Fig. 1: metal layers overlaid
The bar under the picture is 20 um long.
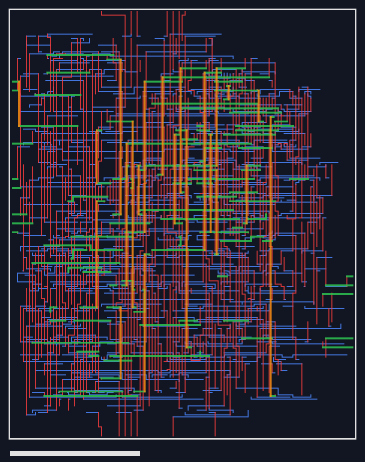
Fig. 2: wires at chosen ports, followed through buffers
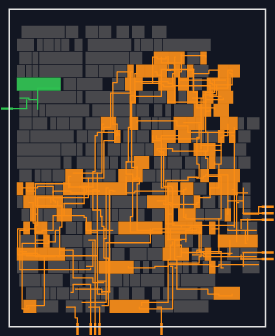
Fig. 3: sizing map
The bar under the picture is 20 um long.
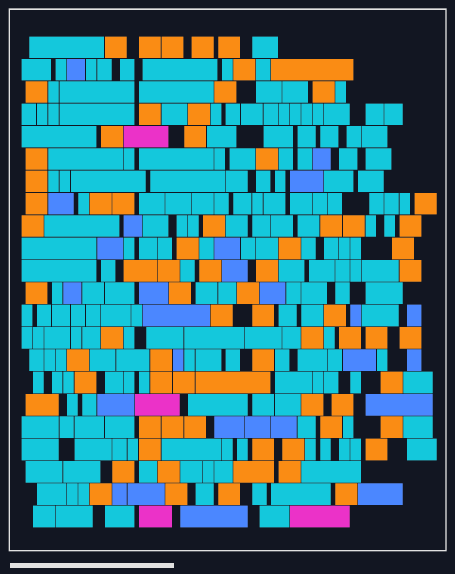
Fig. 4: close-up of the layout
Region (11, 18) to (41, 48) um. Cells in grey, sequential cells in the stronger grey; small squares are vias.
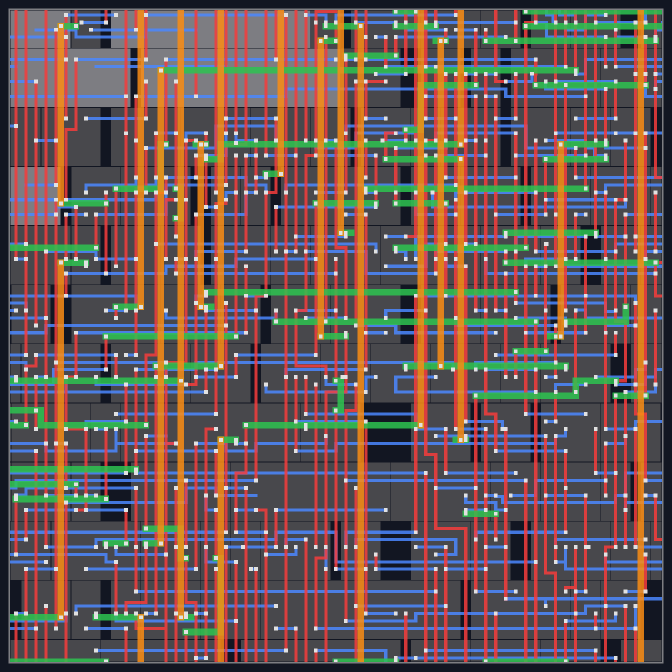
### config.mk
export PLATFORM = sky130hd
export DESIGN_NAME = dec8b10b
export DESIGN_NICKNAME = d
export VERILOG_FILES = /design/src/rtl/dec8b10b_pkg.sv /design/src/rtl/dec8b10b_sync.sv /design/src/rtl/dec8b10b.sv
export SDC_FILE = /design/constraint.sdc
export NUM_CORES = 1
export LEC_CHECK = 0
export CAP_MARGIN = 25
export CORE_ASPECT_RATIO = 1.25
export CORE_UTILIZATION = 55
export CTS_CLUSTER_DIAMETER = 100
export CTS_CLUSTER_SIZE = 8
export DETAILED_ROUTE_END_ITERATION = 7
export PLACE_DENSITY = 0.92
export SLEW_MARGIN = 20
export SYNTH_ARGS = -nofsm -noshare
export SYNTH_HDL_FRONTEND = slang
export SYNTH_HIERARCHICAL = 1
export SYNTH_SLANG_ARGS = --single-unit
export TNS_END_PERCENT = 10
### constraint.sdc
create_clock -name clk -period 1.45 [get_ports clk]
set_input_delay 0.145 -clock clk [delete_from_list [all_inputs] [get_ports clk]]
set_output_delay 0.145 -clock clk [all_outputs]
set_load 0.05 [all_outputs]
### src/rtl/dec8b10b_pkg.sv
// Shared types and constants for the 8b/10b receive decoder.
// Sync FSM build option: DEC8B10B_SYNC_EN.
package dec8b10b_pkg;

  typedef enum logic [1:0] {
    LOS  = 2'd0,
    CD   = 2'd1,
    SYNC = 2'd2
  } sync_state_e;

  localparam logic [6:0] COMMA_POS = 7'b0011111;
  localparam logic [6:0] COMMA_NEG = 7'b1100000;

  localparam logic [9:0] K28_5_RDN = 10'b0011111010;
  localparam logic [9:0] K28_5_RDP = 10'b1100000101;

  localparam logic RD_NEG = 1'b0;
  localparam logic RD_POS = 1'b1;

  function automatic logic [3:0] ones10(input logic [9:0] v);
    logic [3:0] n;
    n = 4'd0;
    for (int i = 0; i < 10; i++) begin
      n = n + {3'd0, v[i]};
    end
    return n;
  endfunction

endpackage

### src/rtl/dec8b10b_sync.sv
// Simplified 1000BASE-X synchronisation FSM: comma acquisition and error-count loss of sync.
module dec8b10b_sync
  import dec8b10b_pkg::*;
#(
  parameter int COMMA_CNT = 3,
  parameter int ERR_LIMIT = 4,
  parameter int GOOD_CNT  = 4
) (
  input  logic clk,
  input  logic reset_n,
  input  logic strobe,
  input  logic comma,
  input  logic code_err,
  input  logic disp_err,
  output logic sync_ok
);

  localparam logic [1:0] ST_LOS  = LOS;
  localparam logic [1:0] ST_CD   = CD;
  localparam logic [1:0] ST_SYNC = SYNC;

  localparam logic [7:0] COMMA_LIM = 8'(COMMA_CNT);
  localparam logic [7:0] ERR_LIM   = 8'(ERR_LIMIT);
  localparam logic [7:0] GOOD_LIM  = 8'(GOOD_CNT);

  logic [1:0] state_r, state_s;
  logic [7:0] comma_cnt_r, comma_cnt_s;
  logic [7:0] err_cnt_r, err_cnt_s;
  logic [7:0] good_cnt_r, good_cnt_s;
  logic       sync_ok_r;
  logic       clean_s;

  assign clean_s = !code_err && !disp_err;

  // Next-state and counter update for one accepted code-group.
  always_comb begin
    state_s     = state_r;
    comma_cnt_s = comma_cnt_r;
    err_cnt_s   = err_cnt_r;
    good_cnt_s  = good_cnt_r;
    if (strobe) begin
      case (state_r)
        ST_LOS: begin
          if (comma && clean_s) begin
            state_s     = (COMMA_LIM <= 8'd1) ? ST_SYNC : ST_CD;
            comma_cnt_s = (COMMA_LIM <= 8'd1) ? 8'd0 : 8'd1;
          end else begin
            comma_cnt_s = 8'd0;
          end
        end
        ST_CD: begin
          if (!clean_s) begin
            state_s     = ST_LOS;
            comma_cnt_s = 8'd0;
          end else if (comma) begin
            if (comma_cnt_r + 8'd1 >= COMMA_LIM) begin
              state_s     = ST_SYNC;
              comma_cnt_s = 8'd0;
            end else begin
              comma_cnt_s = comma_cnt_r + 8'd1;
            end
          end else begin
            comma_cnt_s = comma_cnt_r;
          end
        end
        ST_SYNC: begin
          if (!clean_s) begin
            good_cnt_s = 8'd0;
            if (err_cnt_r + 8'd1 >= ERR_LIM) begin
              state_s   = ST_LOS;
              err_cnt_s = 8'd0;
            end else begin
              err_cnt_s = err_cnt_r + 8'd1;
            end
          end else if (good_cnt_r + 8'd1 >= GOOD_LIM) begin
            // A full run of clean symbols forgives one error; the run restarts either way.
            good_cnt_s = 8'd0;
            if (err_cnt_r != 8'd0) begin
              err_cnt_s = err_cnt_r - 8'd1;
            end else begin
              err_cnt_s = err_cnt_r;
            end
          end else begin
            good_cnt_s = good_cnt_r + 8'd1;
          end
        end
        default: begin
          state_s     = ST_LOS;
          comma_cnt_s = 8'd0;
          err_cnt_s   = 8'd0;
          good_cnt_s  = 8'd0;
        end
      endcase
    end else begin
      state_s = state_r;
    end
  end

  // State, counters and the registered sync indication.
  always_ff @(posedge clk or negedge reset_n) begin
    if (!reset_n) begin
      state_r     <= ST_LOS;
      comma_cnt_r <= 8'd0;
      err_cnt_r   <= 8'd0;
      good_cnt_r  <= 8'd0;
      sync_ok_r   <= 1'b0;
    end else begin
      state_r     <= state_s;
      comma_cnt_r <= comma_cnt_s;
      err_cnt_r   <= err_cnt_s;
      good_cnt_r  <= good_cnt_s;
      sync_ok_r   <= (state_s == ST_SYNC);
    end
  end

  assign sync_ok = sync_ok_r;

endmodule

### src/rtl/dec8b10b.sv
// Receive-side 8b/10b decoder with running-disparity tracking and error flags.
// Define DEC8B10B_SYNC_EN to build the synchronisation FSM; otherwise sync_ok is tied high.
module dec8b10b
  import dec8b10b_pkg::*;
#(
  parameter int COMMA_CNT = 3,
  parameter int ERR_LIMIT = 4,
  parameter int GOOD_CNT  = 4
) (
  input  logic       clk,
  input  logic       reset_n,
  input  logic       valid_in,
  input  logic [9:0] encoded_data,
  output logic [7:0] data,
  output logic       control,
  output logic       valid,
  output logic       code_err,
  output logic       disp_err,
  output logic       rd,
  output logic       sync_ok
);

  if (COMMA_CNT < 1 || ERR_LIMIT < 1 || GOOD_CNT < 1) begin : g_bad_cfg
    $error("dec8b10b: COMMA_CNT, ERR_LIMIT and GOOD_CNT must all be at least 1");
  end

  // Returns {valid, EDCBA}.
  function automatic logic [5:0] dec6(input logic [5:0] c);
    logic [5:0] r;
    case (c)
      6'b100111, 6'b011000: r = {1'b1, 5'd0};
      6'b011101, 6'b100010: r = {1'b1, 5'd1};
      6'b101101, 6'b010010: r = {1'b1, 5'd2};
      6'b110001:            r = {1'b1, 5'd3};
      6'b110101, 6'b001010: r = {1'b1, 5'd4};
      6'b101001:            r = {1'b1, 5'd5};
      6'b011001:            r = {1'b1, 5'd6};
      6'b111000, 6'b000111: r = {1'b1, 5'd7};
      6'b111001, 6'b000110: r = {1'b1, 5'd8};
      6'b100101:            r = {1'b1, 5'd9};
      6'b010101:            r = {1'b1, 5'd10};
      6'b110100:            r = {1'b1, 5'd11};
      6'b001101:            r = {1'b1, 5'd12};
      6'b101100:            r = {1'b1, 5'd13};
      6'b011100:            r = {1'b1, 5'd14};
      6'b010111, 6'b101000: r = {1'b1, 5'd15};
      6'b011011, 6'b100100: r = {1'b1, 5'd16};
      6'b100011:            r = {1'b1, 5'd17};
      6'b010011:            r = {1'b1, 5'd18};
      6'b110010:            r = {1'b1, 5'd19};
      6'b001011:            r = {1'b1, 5'd20};
      6'b101010:            r = {1'b1, 5'd21};
      6'b011010:            r = {1'b1, 5'd22};
      6'b111010, 6'b000101: r = {1'b1, 5'd23};
      6'b110011, 6'b001100: r = {1'b1, 5'd24};
      6'b100110:            r = {1'b1, 5'd25};
      6'b010110:            r = {1'b1, 5'd26};
      6'b110110, 6'b001001: r = {1'b1, 5'd27};
      6'b001110:            r = {1'b1, 5'd28};
      6'b101110, 6'b010001: r = {1'b1, 5'd29};
      6'b011110, 6'b100001: r = {1'b1, 5'd30};
      6'b101011, 6'b010100: r = {1'b1, 5'd31};
      6'b001111, 6'b110000: r = {1'b1, 5'd28};
      default:              r = {1'b0, 5'd0};
    endcase
    return r;
  endfunction

  // Returns {valid, HGF}.
  function automatic logic [3:0] dec4(input logic [3:0] c);
    logic [3:0] r;
    case (c)
      4'b1011, 4'b0100:                   r = {1'b1, 3'd0};
      4'b1001:                            r = {1'b1, 3'd1};
      4'b0101:                            r = {1'b1, 3'd2};
      4'b1100, 4'b0011:                   r = {1'b1, 3'd3};
      4'b1101, 4'b0010:                   r = {1'b1, 3'd4};
      4'b1010:                            r = {1'b1, 3'd5};
      4'b0110:                            r = {1'b1, 3'd6};
      4'b1110, 4'b0001, 4'b0111, 4'b1000: r = {1'b1, 3'd7};
      default:                            r = {1'b0, 3'd0};
    endcase
    return r;
  endfunction

  logic [5:0] six_s;
  logic [3:0] four_s, four_lk_s;
  logic [5:0] d6_s;
  logic [3:0] d4_s;
  logic [3:0] n6_s, n4_s, n10_s;
  logic       k28_s, alt7_s, kx7_s;
  logic       pos6_s, neg6_s, pos4_s, neg4_s;
  logic       rd_mid_s, rd_nxt_s;
  logic       code_err_s, disp_err_s, control_s, comma_s;
  logic [7:0] data_s;

  logic [7:0] data_r;
  logic       control_r, valid_r, code_err_r, disp_err_r, rd_r;

  // Combinational decode, validity and disparity of the current code-group.
  always_comb begin
    six_s  = encoded_data[9:4];
    four_s = encoded_data[3:0];
    k28_s  = (six_s == 6'b001111) || (six_s == 6'b110000);
    // K28 in its RD+ form carries the complemented 4b sub-block.
    four_lk_s = (six_s == 6'b110000) ? ~four_s : four_s;
    d6_s   = dec6(six_s);
    d4_s   = dec4(four_lk_s);
    n6_s   = ones10({4'd0, six_s});
    n4_s   = ones10({6'd0, four_s});
    n10_s  = ones10(encoded_data);
    alt7_s = (four_s == 4'b0111) || (four_s == 4'b1000);
    kx7_s  = (d6_s[4:0] == 5'd23) || (d6_s[4:0] == 5'd27) ||
             (d6_s[4:0] == 5'd29) || (d6_s[4:0] == 5'd30);

    code_err_s = !d6_s[5] || !d4_s[5-2] || (n10_s < 4'd4) || (n10_s > 4'd6);
    if (code_err_s) begin
      data_s    = 8'h00;
      control_s = 1'b0;
    end else begin
      data_s    = {d4_s[2:0], d6_s[4:0]};
      control_s = k28_s || (alt7_s && kx7_s);
    end

    // Only unbalanced sub-blocks are checked against the current RD;
    // 000111/111000 and 0011/1100 just force the resulting RD.
    pos6_s = (n6_s > 4'd3);
    neg6_s = (n6_s < 4'd3);
    pos4_s = (n4_s > 4'd2);
    neg4_s = (n4_s < 4'd2);

    if (pos6_s || six_s == 6'b000111) begin
      rd_mid_s = RD_POS;
    end else if (neg6_s || six_s == 6'b111000) begin
      rd_mid_s = RD_NEG;
    end else begin
      rd_mid_s = rd_r;
    end

    if (pos4_s || four_s == 4'b0011) begin
      rd_nxt_s = RD_POS;
    end else if (neg4_s || four_s == 4'b1100) begin
      rd_nxt_s = RD_NEG;
    end else begin
      rd_nxt_s = rd_mid_s;
    end

    disp_err_s = (pos6_s && rd_r == RD_POS) || (neg6_s && rd_r == RD_NEG) ||
                 (pos4_s && rd_mid_s == RD_POS) || (neg4_s && rd_mid_s == RD_NEG);

    comma_s = (encoded_data[9:3] == COMMA_POS) || (encoded_data[9:3] == COMMA_NEG);
  end

  // Output registers; everything but valid holds while no code-group arrives.
  always_ff @(posedge clk or negedge reset_n) begin
    if (!reset_n) begin
      data_r     <= 8'h00;
      control_r  <= 1'b0;
      valid_r    <= 1'b0;
      code_err_r <= 1'b0;
      disp_err_r <= 1'b0;
      rd_r       <= RD_NEG;
    end else if (valid_in) begin
      data_r     <= data_s;
      control_r  <= control_s;
      valid_r    <= 1'b1;
      code_err_r <= code_err_s;
      disp_err_r <= disp_err_s;
      rd_r       <= rd_nxt_s;
    end else begin
      valid_r    <= 1'b0;
    end
  end

  assign data     = data_r;
  assign control  = control_r;
  assign valid    = valid_r;
  assign code_err = code_err_r;
  assign disp_err = disp_err_r;
  assign rd       = rd_r;

`ifdef DEC8B10B_SYNC_EN
  dec8b10b_sync #(
    .COMMA_CNT (COMMA_CNT),
    .ERR_LIMIT (ERR_LIMIT),
    .GOOD_CNT  (GOOD_CNT)
  ) u_sync (
    .clk      (clk),
    .reset_n  (reset_n),
    .strobe   (valid_in),
    .comma    (comma_s),
    .code_err (code_err_s),
    .disp_err (disp_err_s),
    .sync_ok  (sync_ok)
  );
`else
  logic unused_comma_s;
  assign unused_comma_s = comma_s;
  assign sync_ok = 1'b1;
`endif

endmodule

==> results.sh <==
# flow metrics
export IMPL_ys_cells=229
export IMPL_rsz0062_at_grt="true"
export IMPL_setup_ws_ns=-2.01
export IMPL_rows=22
export IMPL_syn_area_sq_um=1790
export IMPL_cts_root_buf="clkbuf_4"
export IMPL_p_leak_nw=1.17
export IMPL_htreeDepth=1
export IMPL_path_depth=15
export IMPL_r2r_end="rd$_DFFE_PN0P_"
export IMPL_timing_hold_ws_ns=0.232
export IMPL_setup_tns_final_ns=-22.22
export IMPL_crit_end="control$_DFFE_PN0P_"
export IMPL_simple_gate_share=0.221
export IMPL_io_buffers=25
export IMPL_synthArstFlopShare=1.00
export IMPL_finalSetupViolCount=12
export IMPL_violations="negative setup slack"
export IMPL_yosysUniqueCellTypes=53
export IMPL_dieArea_sq_um=3480
export IMPL_top_cell_area_share=0.182
export IMPL_num_fill_cells=177
export IMPL_vias_per_cell=6.50
export IMPL_status="finished, violations left"
About Fig. 1:
metal 1: drawn in blue, wire length 2410 um. metal 3: drawn in green, wire length 522 um. metal 2: drawn in red, wire length 3030 um. metal 4: drawn in orange, wire length 377 um.
DR WL/cell: 19.0 um
detailed-route via count: 2163

About Fig. 2:
encoded_data: drawn in orange, bits 10, direction input, end cells 91, buffers 21, wire 1320 um. code_err: drawn in green, bits 1, direction output, end cells 1, buffers 1, wire 17.9 um.

About Fig. 3:
_6 and larger: drawn in magenta, cells 4, share 1.3%. _2 cells: drawn in blue, cells 26, share 8.8%. _0 and _1 cells: drawn in cyan, cells 194, share 65%. _3 and _4 cells: drawn in orange, cells 73, share 25%.
final worst slack: -2.01 ns
nonclk buf count: 79
post-layout instance area: 2500 sq um

About Fig. 4:
metal 3: drawn in green. metal 2: drawn in red. metal 4: drawn in orange. metal 1: drawn in blue.
Sequential cells in the window: 3. 106 logic cells have their middle in the window. Most frequent: buf_4 (19), nor2_1 (9), a21oi_1 (8).

-- cell type report --
cell class	instances	area, sq um	share of cell area
clock buffer	4	26.3	0.0105
inverter	25	93.8	0.0375
multi-input combinational	176	1380	0.550
sequential	13	325	0.130
tap	36	45.0	0.0180
timing repair buffer	79	634	0.254
-- per-layer routing --
metal / GRT usage / up-vias / wire [um]
met2: 0.604 / 183 / 3030
met3: 0.0532 / 45 / 521
met4: 0.243 / 0 / 377
met1: 0.460 / 984 / 2410
li1: - / 951 / -
met5: 0 / - / 0
-- power by group --
group | leakage, nW | switching (mW) | internal [mW]
logic | 0.991 | 0.921 | 0.629
clock network | 0.0150 | 0.110 | 0.106
registers | 0.165 | 0.0563 | 0.441
Power and IR drop assume default switching activity.
